==> config.mk <==
export PLATFORM = sky130hd
export DESIGN_NAME = tqvp_reg_arbiter
export DESIGN_NICKNAME = d
export VERILOG_FILES = /design/src/rtl/tqvp_reg_arbiter.sv
export SDC_FILE = /design/constraint.sdc
export NUM_CORES = 1
export LEC_CHECK = 0
export ABC_AREA = 0
export CAP_MARGIN = 20
export CORE_UTILIZATION = 42
export CTS_CLUSTER_DIAMETER = 120
export DETAILED_ROUTE_END_ITERATION = 12
export PLACE_DENSITY_LB_ADDON = 0.15
export RECOVER_POWER = 50
export SYNTH_ARGS = -nofsm -noshare
export SYNTH_HDL_FRONTEND = slang
export SYNTH_SLANG_ARGS = --single-unit
export TNS_END_PERCENT = 100
==> constraint.sdc <==
create_clock -name clk -period 1.9 [get_ports clk]
set_clock_uncertainty 0.05 [all_clocks]
set_input_delay 0.285 -clock clk [delete_from_list [all_inputs] [get_ports clk]]
set_output_delay 0.285 -clock clk [all_outputs]
set_load 0.01 [all_outputs]
==> src/rtl/tqvp_reg_arbiter.sv <==
// tqvp_reg_arbiter: two-requester arbiter and sequencer for the peripheral register port.
// Define ARB_FIXED_PRIO_EN to make m0 always win a tie instead of using round-robin.
module tqvp_reg_arbiter #(
  parameter int ADDR_W  = 4,
  parameter int DATA_W  = 8,
  parameter int RD_WAIT = 1
) (
  input  logic              clk,
  input  logic              rst_n,
  input  logic              m0_req,
  input  logic              m0_we,
  input  logic [ADDR_W-1:0] m0_addr,
  input  logic [DATA_W-1:0] m0_wdata,
  output logic              m0_ack,
  output logic [DATA_W-1:0] m0_rdata,
  input  logic              m1_req,
  input  logic              m1_we,
  input  logic [ADDR_W-1:0] m1_addr,
  input  logic [DATA_W-1:0] m1_wdata,
  output logic              m1_ack,
  output logic [DATA_W-1:0] m1_rdata,
  output logic [ADDR_W-1:0] address,
  output logic [DATA_W-1:0] data_in,
  output logic              data_write,
  input  logic [DATA_W-1:0] data_out,
  output logic [1:0]        grant,
  output logic              busy
);

  typedef enum logic [1:0] {
    IDLE,
    ACCESS,
    WAIT,
    DONE
  } state_t;

  localparam logic [2:0] WAIT_LD =
    3'((RD_WAIT > 0) ? RD_WAIT - 1 : 0);
  localparam bit NO_WAIT = (RD_WAIT == 0);

  state_t     state_q;
  state_t     state_d;
  logic       we_q;
  logic       sel_q;
  logic [2:0] cnt_q;
  logic       any_req;
  logic       win;
  logic       sample;
  logic       to_done;

  assign any_req = m0_req | m1_req;

`ifdef ARB_FIXED_PRIO_EN
  assign win = m1_req & ~m0_req;
`else
  // prio_q names the requester that wins a tie
  logic prio_q;

  assign win = m1_req & (~m0_req | prio_q);

  always_ff @(posedge clk) begin
    if (!rst_n) begin
      prio_q <= 1'b0;
    end else if (state_q == IDLE && any_req) begin
      prio_q <= ~win;
    end
  end
`endif

  assign busy = (state_q != IDLE);

  assign sample =
    (state_q == ACCESS && !we_q && NO_WAIT) ||
    (state_q == WAIT && cnt_q == 3'd0);

  assign to_done =
    (state_d == DONE) && (state_q != DONE);

  always_comb begin
    state_d = state_q;
    unique case (state_q)
      IDLE: begin
        if (any_req) state_d = ACCESS;
      end
      ACCESS: begin
        state_d = (we_q || NO_WAIT) ? DONE : WAIT;
      end
      WAIT: begin
        if (cnt_q == 3'd0) state_d = DONE;
      end
      DONE: begin
        state_d = IDLE;
      end
      default: begin
        state_d = IDLE;
      end
    endcase
  end

  always_ff @(posedge clk) begin
    if (!rst_n) begin
      state_q <= IDLE;
    end else begin
      state_q <= state_d;
    end
  end

  always_ff @(posedge clk) begin
    if (!rst_n) begin
      we_q       <= 1'b0;
      sel_q      <= 1'b0;
      cnt_q      <= 3'd0;
      address    <= '0;
      data_in    <= '0;
      data_write <= 1'b0;
      grant      <= 2'b00;
      m0_ack     <= 1'b0;
      m1_ack     <= 1'b0;
      m0_rdata   <= '0;
      m1_rdata   <= '0;
    end else begin
      data_write <= 1'b0;
      m0_ack     <= to_done & ~sel_q;
      m1_ack     <= to_done & sel_q;
      if (state_q == IDLE && any_req) begin
        sel_q      <= win;
        we_q       <= win ? m1_we : m0_we;
        address    <= win ? m1_addr : m0_addr;
        data_in    <= win ? m1_wdata : m0_wdata;
        data_write <= win ? m1_we : m0_we;
        grant      <= {win, ~win};
      end
      if (state_q == ACCESS) begin
        cnt_q <= WAIT_LD;
      end else if (state_q == WAIT) begin
        cnt_q <= cnt_q - 3'd1;
      end
      if (state_q == DONE) begin
        grant <= 2'b00;
      end
      if (sample && !sel_q) begin
        m0_rdata <= data_out;
      end
      if (sample && sel_q) begin
        m1_rdata <= data_out;
      end
    end
  end

endmodule

==> images/m1.png <==
Supply wires on this layer in gray.
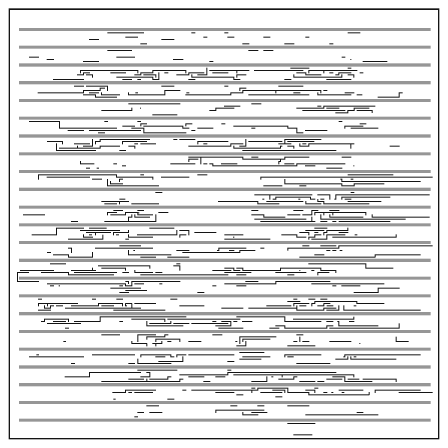
The longest straight run is 26.2 um. The layer holds 47% of the routed length. The wires run mostly horizontal. 263 nets have wire on it. The layer carries 1830 um of wire.

==> images/m2.png <==
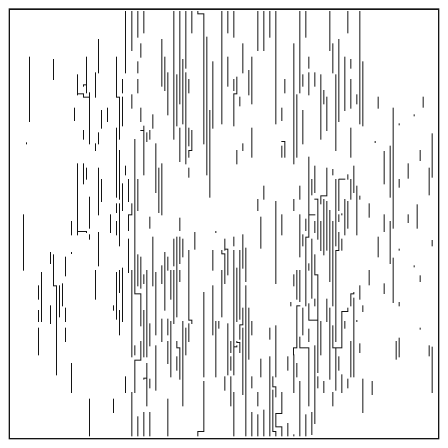
239 nets have wire on it. The layer carries 1760 um of wire. The wires run mostly vertical.

==> images/m3.png <==
Bar = 20 um.
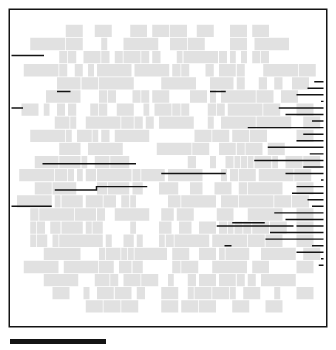
The layer holds 6.6% of the routed length. The wires run mostly horizontal. 34 nets have wire on it. The longest straight run is 19.1 um. The layer carries 260 um of wire.
via count: 1536
M3 GR Usage: 5.38%
Detailed Route WL: 3930 um

==> images/clock_nets.png <==
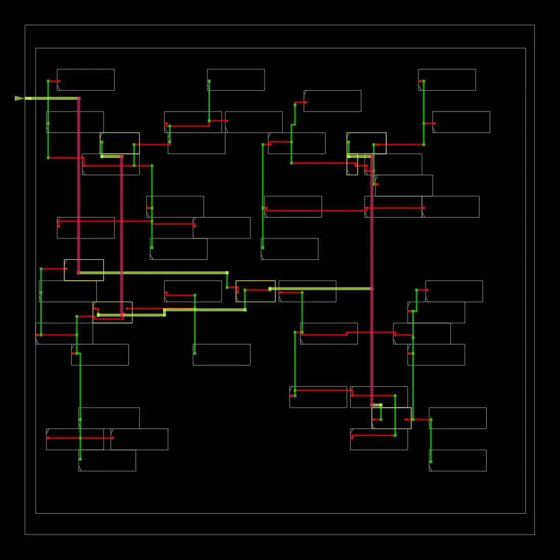
Num CTS Buffers: 5
clock buffer count: 7
flop count: 41
CTS sink cnt: 41
Clock Power: 0.000566 W

==> Slide: Implementation Results <==
Physical Implementation Snapshot

Outcome
  – Status: finished, final reports clean

Yosys
  – Largest logic family: simple AND/OR/NAND/NOR gates
  – Dominant synthesized flop cell: dfxtp_1
  – Simple-Gate Fraction of Synth Area: 22.8%
  – Yosys chip area: around 1700 sq um

Layout
  – Share of layout cells above drive strength 1: 8.88%
  – ANT cells: 0

Setup path
  – CP max stage cell: clkdlybuf4s50_1
  – Crit-path cells: inv_2 > ha_4 > inv_1 > clkdlybuf4s50_1
  – WS Path Type: flop to output pin

Global route
  – First-pass GRT wire length: 6430 um
  – Largest net degree at the start of global routing: 29

Place
  – Hpwl dp: roughly 2900 um

Die
  – Num rows: 22
  – Chip area: between 4000 and 5000 sq um
  – Core Region: between 3000 and 4000 sq um

CTS
  – Hold buffer count at cts: 0

Power
  – Pwr dens: 1160 nW/um^2
  – Maximum vdd drop: slightly below 0.9 mV

Drt
  – 1st-iter DRT viols: between 100 and 150

Timing
  – Worst-margin pin slew: 0.544 ns
[state kept, by name (all words and copies together), names as in the netlist]
name and count:
state_q 2, grant 2, sel_q 1, cnt_q 3, m1_rdata 8, we_q 1
m0_rdata 8, m0_ack 1, m1_ack 1, prio_q 1, data_write 1, address 4
data_in 8
[metrics by stage]
stage               instances  power [W]
floorplan                 185    0.00189
global placement          300    0.00241
detailed placement        300    0.00242
CTS                       307    0.00301
global route              307    0.00316
finish                    307    0.00297
[how the worst min path moves through the flow]
| stage | to | slack (ns) |
|---|---|---|
| 3_3_place_gp | m0_rdata[1] | 0.40 |
| 5_1_grt | m0_rdata[4] | 0.44 |
| 4_1_cts | grant[1] | 0.42 |
| 2_1_floorplan | data_write | 0.35 |
| 3_5_place_dp | grant[1] | 0.41 |
| 6_report | grant[1] | 0.42 |
[cells by family after synthesis]
kind of cell / count (synthesis)
adder cells (fa/ha/maj): 7
buffers and inverters: 18
AND-OR/OR-AND: 40
AND/OR/NAND/NOR: 77
XOR/XNOR: 2
flip-flops: 41
[layer usage]
metal | part of all wire (%) | track usage, % | vias up | routed length [um]
li1 | - | - | 805 | -
met4 | 1.9 | 10.1 | 0 | 74
met2 | 45 | 31.4 | 42 | 1760
met5 | 0 | 0 | - | 0
met3 | 6.6 | 5.38 | 7 | 260
met1 | 47 | 24.7 | 682 | 1830
[layout by cell type (no fill, tap or decap)]
master / synthesis / final
a211oi_1: 2 / 2
a21o_1: 1 / 1
a21oi_1: 4 / 4
a221o_1: 12 / 12
a221o_2: 1 / 1
a311o_1: 1 / 1
a311oi_1: 1 / 1
a32oi_1: 1 / 1
and2_1: 1 / 1
and2b_4: 1 / 1
buf_4: 0 / 5
clkbuf_1: 1 / 2
clkbuf_2: 0 / 2
clkbuf_8: 0 / 6
clkdlybuf4s50_1: 0 / 50
dfxtp_1: 41 / 40
dfxtp_2: 0 / 1
dlygate4sd3_1: 0 / 21
ha_1: 7 / 6
ha_4: 0 / 1
inv_1: 5 / 3
inv_2: 1 / 3
nand2_1: 27 / 27
nand2_2: 1 / 1
nand2b_1: 3 / 3
nand3_1: 17 / 17
nand4b_1: 1 / 1
nand4bb_1: 1 / 1
nor2_1: 6 / 6
nor2_2: 1 / 1
nor2b_1: 1 / 1
nor3_1: 14 / 14
nor3b_4: 1 / 1
nor4b_1: 1 / 1
o21a_1: 1 / 1
o21ai_0: 16 / 16
or2_0: 0 / 1
xnor2_1: 1 / 1
xor2_1: 1 / 1
[power groups by stage]
stage	sequential, W	combinational [W]	clock [W]
global placement	0.00120	0.00120	0
detailed placement	0.00121	0.00121	0
CTS	0.00119	0.00125	0.000574
global route	0.00121	0.00134	0.000610
finish	0.00119	0.00121	0.000566
floorplan	0.00125	0.000635	0
[timing repair]
item / 4_1_cts / 5_1_grt
cloned: 0 / 0
resized: 3 / 2
hold endpoints to repair: 0 / 0
setup endpoints to repair: 1 / 1
[area by class of cell]
class                           count  area [sq um]
Multi-Input combinational cell    126           793
Inverter                            6          22.5
Sequential cell                    41           822
Tap cell                           48          60.1
Clock buffer                        7          86.3
Fill cell                         330          1220
Timing Repair Buffer               79           762
Power and IR drop assume default switching activity.
